File: src/rtl/fifo_pkt_pkg.sv
`default_nettype none
// +----------------------------------------------------------------------+
// | Module      : fifo_pkt_pkg                                           |
// | Description : Shared types and constants for the 80-bit packet FIFO  |
// |               packer/unpacker pair and their testbenches.            |
// | Revision    : 1.0 - initial release                                  |
// +----------------------------------------------------------------------+
package fifo_pkt_pkg;

  localparam int PKT_BYTES = 10;
  localparam int BYTE_W    = 8;
  localparam int PKT_W     = PKT_BYTES * BYTE_W;

  typedef logic [PKT_W-1:0]  pkt_t;
  typedef logic [BYTE_W-1:0] byte_t;

  typedef enum logic [0:0] {
    IDLE = 1'b0,
    SEND = 1'b1
  } state_t;

endpackage : fifo_pkt_pkg
`default_nettype wire

File: src/rtl/fifo_pkt_unpacker.sv
`default_nettype none
// +----------------------------------------------------------------------+
// | Module      : fifo_pkt_unpacker                                      |
// | Description : Pops one packet at a time from the packet FIFO read    |
// |               port and streams it out byte 0 first over a            |
// |               valid/ready handshake, sustaining one byte per cycle.  |
// | Revision    : 1.0 - initial release                                  |
// +----------------------------------------------------------------------+
module fifo_pkt_unpacker #(
  parameter int PKT_BYTES = 10,
  parameter int CNT_W     = 16
) (
  input  logic                   rclk,
  input  logic                   rst,
  input  logic [PKT_BYTES*8-1:0] rdata,
  input  logic                   rempty,
  output logic                   rinc,
  output logic [7:0]             m_data,
  output logic                   m_valid,
  input  logic                   m_ready,
  output logic                   m_first,
  output logic                   m_last,
  output logic                   busy,
  output logic [CNT_W-1:0]       pkt_count
);

  import fifo_pkt_pkg::*;

  localparam int c_BUF_W = PKT_BYTES * 8;
  localparam int c_IDX_W = (PKT_BYTES > 1) ? $clog2(PKT_BYTES) : 1;
  localparam logic [c_IDX_W-1:0] c_LAST_IDX = c_IDX_W'(PKT_BYTES - 1);

  state_t               r_state;
  state_t               w_state_nxt;
  logic [c_IDX_W-1:0]   r_idx;
  logic [c_IDX_W-1:0]   w_idx_nxt;
  logic [c_BUF_W-1:0]   r_buf;
  logic [c_BUF_W-1:0]   w_buf_nxt;
  logic [c_BUF_W-1:0]   w_shift;
  logic [CNT_W-1:0]     r_count;
  logic [CNT_W-1:0]     w_count_nxt;
  logic                 w_fire;
  logic                 w_is_last;
  logic                 w_load;

  // State, byte index, packet buffer and delivered-packet counter registers
  always_ff @(posedge rclk) begin
    if (rst) begin
      r_state <= IDLE;
      r_idx   <= '0;
      r_buf   <= '0;
      r_count <= '0;
    end else begin
      r_state <= w_state_nxt;
      r_idx   <= w_idx_nxt;
      r_buf   <= w_buf_nxt;
      r_count <= w_count_nxt;
    end
  end

  // Output decode, FIFO pop decision and next-state logic
  always_comb begin
    w_state_nxt = r_state;
    w_idx_nxt   = r_idx;
    w_buf_nxt   = r_buf;
    w_count_nxt = r_count;

    // Byte select by shifting the buffer down by index*8 bits.
    w_shift   = r_buf >> {r_idx, 3'b000};
    w_is_last = (r_idx == c_LAST_IDX);

    m_valid = (r_state == SEND);
    busy    = (r_state == SEND);
    m_data  = m_valid ? w_shift[BYTE_W-1:0] : '0;
    m_first = m_valid && (r_idx == '0);
    m_last  = m_valid && w_is_last;
    w_fire  = m_valid && m_ready;

    // A new packet is taken either from idle or on the same edge the last
    // byte of the current one is accepted, so back-to-back packets stream
    // without a bubble. rst gates the pop so a held reset never drains the
    // FIFO.
    w_load = !rst && !rempty &&
             ((r_state == IDLE) || (r_state == SEND && w_fire && w_is_last));
    rinc   = w_load;

    if (w_fire && w_is_last) begin
      w_count_nxt = r_count + CNT_W'(1);
    end

    if (w_load) begin
      w_state_nxt = SEND;
      w_idx_nxt   = '0;
      w_buf_nxt   = rdata;
    end else if (w_fire) begin
      if (w_is_last) begin
        w_state_nxt = IDLE;
      end else begin
        w_idx_nxt = r_idx + c_IDX_W'(1);
      end
    end

    pkt_count = r_count;
  end

endmodule : fifo_pkt_unpacker
`default_nettype wire
File: config.mk
export PLATFORM = sky130hd
export DESIGN_NAME = fifo_pkt_unpacker
export DESIGN_NICKNAME = d
export VERILOG_FILES = /design/src/rtl/fifo_pkt_pkg.sv /design/src/rtl/fifo_pkt_unpacker.sv
export SDC_FILE = /design/constraint.sdc
export NUM_CORES = 1
export LEC_CHECK = 0
export ABC_AREA = 1
export CAP_MARGIN = 5
export CORE_UTILIZATION = 51
export CTS_BUF_LIST = sky130_fd_sc_hd__clkbuf_8
export DETAILED_ROUTE_END_ITERATION = 7
export HOLD_SLACK_MARGIN = 0.03
export PLACE_DENSITY_LB_ADDON = 0.1
export SLEW_MARGIN = 20
export SYNTH_ARGS = -nofsm -noshare
export SYNTH_HDL_FRONTEND = slang
export SYNTH_SLANG_ARGS = --single-unit
File: constraint.sdc
create_clock -name rclk -period 2.5 [get_ports rclk]
set_input_delay 0.5 -clock rclk [delete_from_list [all_inputs] [get_ports rclk]]
set_output_delay 0.5 -clock rclk [all_outputs]
set_load 0.01 [all_outputs]
==> impl_metrics.tcl <==
# metrics dict for downstream scripts
set metrics [dict create \
    fin_worst_skew_ps 12.1 \
    seqPwrFrac_pct 54.7 \
    crit_path_end_kind "output pin" \
    powerSeq_w 0.00174 \
    drv_slew 0 \
    synth_cells 657 \
    p_total_w 0.00317 \
    postCtsSetupRepairBufs 2 \
    grt.overflow.total 0 \
    nets 855 \
    dominantRegCellSynth "dfxtp_1" \
    rr_endpoint "r_buf[51]" \
    p_sw_share_pct 26.2 \
    intPower_w 0.00234 \
    pg_comb_w 0.000453 \
    synth_nets 745 \
    period_needed_ps 2450 \
    irDropWorstVdd_mv 0.307 \
    cts_made_buffers 9 \
    chipArea_um2 9270 \
    ant_nets 0 \
    place_area_um2 5750 \
    wl_um 12200 \
    yosys_cells 657 \
    fin_cells 880 \
    worst_setup_path_start_kind "register" \
    log.warning_count 28 \
    areaGrowthSynthToFinish_pct 32.2 \
    core-area_um2 8680 \
    crit_buf_inv 3 \
    clockRootBuffer "clkbuf_8" \
    clock_latency_ps 370 \
    grt_pass1_vias 4092 \
    min_path_cells 2 \
    n_fill_cell 769 \
    drt_iter0_drc 275 \
    p_switching_w 0.000829 \
    grt_pass1_wl_um 18900 \
    ys_seq_share_pct 44.6 \
    cp.required_ps 2000 \
    post_cts_resized 17 \
    fp_util_pct 52.2 \
    place_inst 862 \
    crit_chain "clkinv_1, buf_4, ha_1, nand2_1, nor2_1, clkdlybuf4s50_1" \
    cp_max_fo 18 \
    outcome "completed" \
    ys_ff 101 \
    track_usage_pct 26.8 \
    min_path_type "reg -> reg" \
    gp_congestion 0.829 \
    top_power_group "registers" \
    antenna_found_initial 0 \
    edf_count 0 \
    firstDrtPassIters 5 \
    cp_top_family "buffers and inverters" \
    avgSynthCellArea_um2 6.90 \
    r2r-start "r_idx[0]" \
    setup_ws_ps 53.4 \
    diodes 0 \
    hold_viol_final 0 \
    drc 0 \
    vias 4546 \
    ys_types 25 \
    htree_levels 3 \
    dieWidth_um 96.3 \
    crit_cells 6 \
    final.setup.tns_ps 0 \
    async_reset_ff_share_pct 0 \
    critical_path.endpoint "m_first" \
    hold_start "r_buf[29]" \
    ff2ff_path_depth 9 \
    hold_end "r_buf[29]" \
    cts.clk_slew.worst_paths_ps 90 \
    tritoncts "built" \
    clk-power_w 0.000981 \
    worstPathArrival_ps 1950 \
    grt_max_degree 81 \
    synth_warnings 0 \
    finalClockPeriodUsage_pct 97.9 \
]
## per-layer routing
metal,track usage (%),wire length (um),vias up
met5,0,0,-
met4,6.34,113,0
met3,5.45,806,9
met2,43.3,5530,153
met1,36.6,5750,2060
li1,-,-,2324
## placed cells by master (no fill, tap or decap), drive strengths merged, types with 4 or more instances in the layout
cell and count:
clkbuf 11, nand3 55, a21oi 42, ha 4, inv 67, nor2 41
o211ai 8, dfxtp 101, clkdlybuf4s50 103, nand2 208, dlygate4sd2 8, o21ai 77
buf 22, clkinv 6, nor3 8, nand4 6
## synthesized netlist by cell type, types with 2 or more instances
library cell / number / share of area (%)
ha_1: 4 / 1.1
o21ai_1: 13 / 1.4
buf_2: 8 / 0.88
a21oi_1: 42 / 4.6
clkbuf_1: 16 / 1.3
nand4_1: 6 / 0.83
dfxtp_1: 101 / 45
clkinv_1: 2 / 0.17
nor2_1: 40 / 3.3
nor3_1: 8 / 0.88
nand2_2: 2 / 0.28
buf_4: 3 / 0.50
o21ai_0: 64 / 7.1
inv_1: 65 / 5.4
buf_6: 8 / 2.0
nand2_1: 206 / 17
nand3_1: 54 / 6.0
o211ai_1: 8 / 1.3
## cell families after synthesis
logic type | share of synthesized area [%]
fa+ha+maj | 1.10
xor+xnor | 0.193
flops | 44.6
compound gates | 14.6
simple gates | 29.0
buf+inv | 10.5
## state kept, by name, summed over array words and instances, names as in the netlist
register / count
r_buf: 80
pkt_count: 16
r_idx: 4
busy: 1
## final cells by class
type / instances / area (um^2) / share of cell area (%)
clock inverter: 5 / 35.0 / 0.585
sequential: 101 / 2030 / 33.8
multi-input combinational: 452 / 2070 / 34.6
tap: 108 / 135 / 2.26
timing repair buffer: 134 / 1310 / 21.9
inverter: 69 / 262 / 4.37
clock buffer: 11 / 151 / 2.53
closeup.png
Window x 12 to 37, y 60 to 85 um. Cells in gray, sequential cells in the stronger gray; small squares are vias.
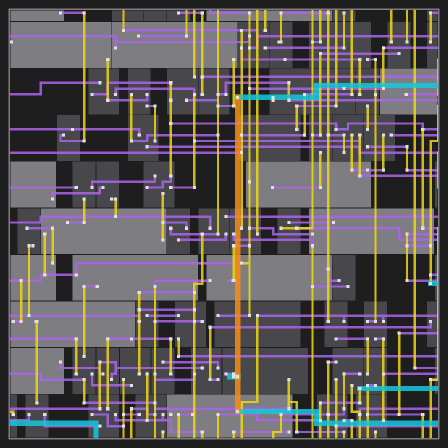
Key: M3 = cyan; M2 = yellow; M1 = purple; M4 = orange
Sequential cells in the window: 9. 52 logic cells have their middle in the window. Netlist names of flops here include r_buf (9). Most frequent: nand2_1 (12), dfxtp_1 (9).

m1.png
Drawn at 4 px/um.
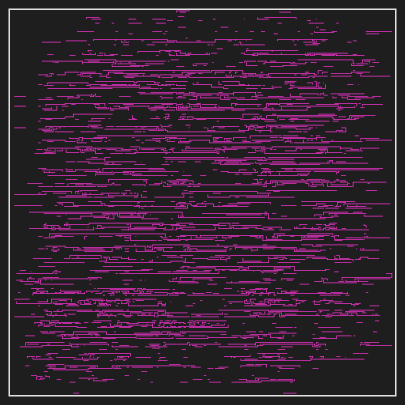
The longest straight run is 29.0 um. The layer holds 47% of the routed length. The layer carries 5750 um of wire. 773 nets have wire on it. The wires run mostly horizontal.

congestion_map.png
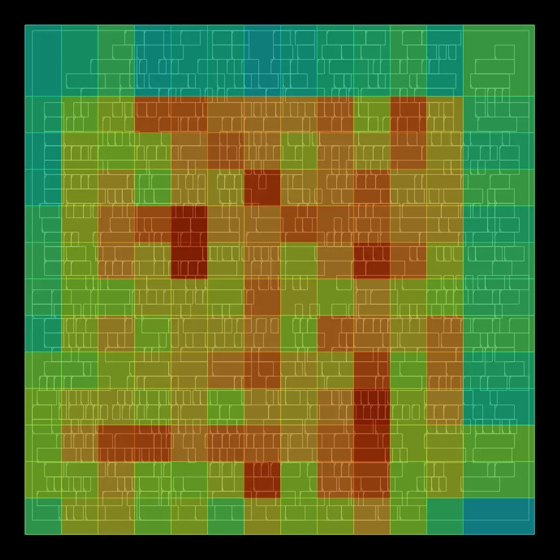
routing usage on met1: 36.6%
routed len/inst: 13.9 um
post-layout util: 69.0%

sizing.png
Drawn at 4 px/um.
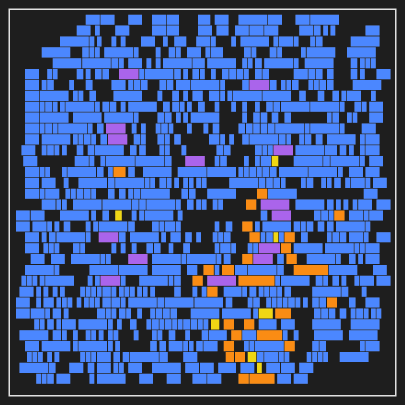
Key: x3 and x4 = orange [cells 28, share 3.6%]; x1 and smaller = blue [cells 723, share 94%]; x6 and larger = purple [cells 14, share 1.8%]; x2 = yellow [cells 7, share 0.91%]

class_map.png
Drawn at 4 px/um.
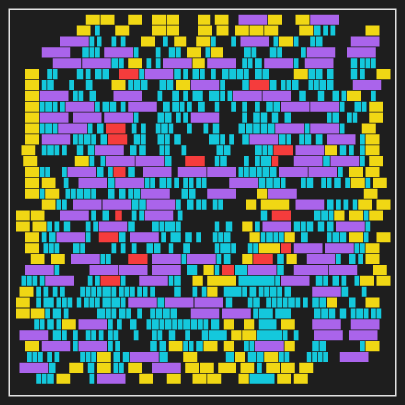
Key: remaining logic cells = cyan [cells 521]; clock drivers and dummy loads = red [cells 16]; remaining buffers and delay cells = yellow [cells 134]; registers = purple [cells 101]

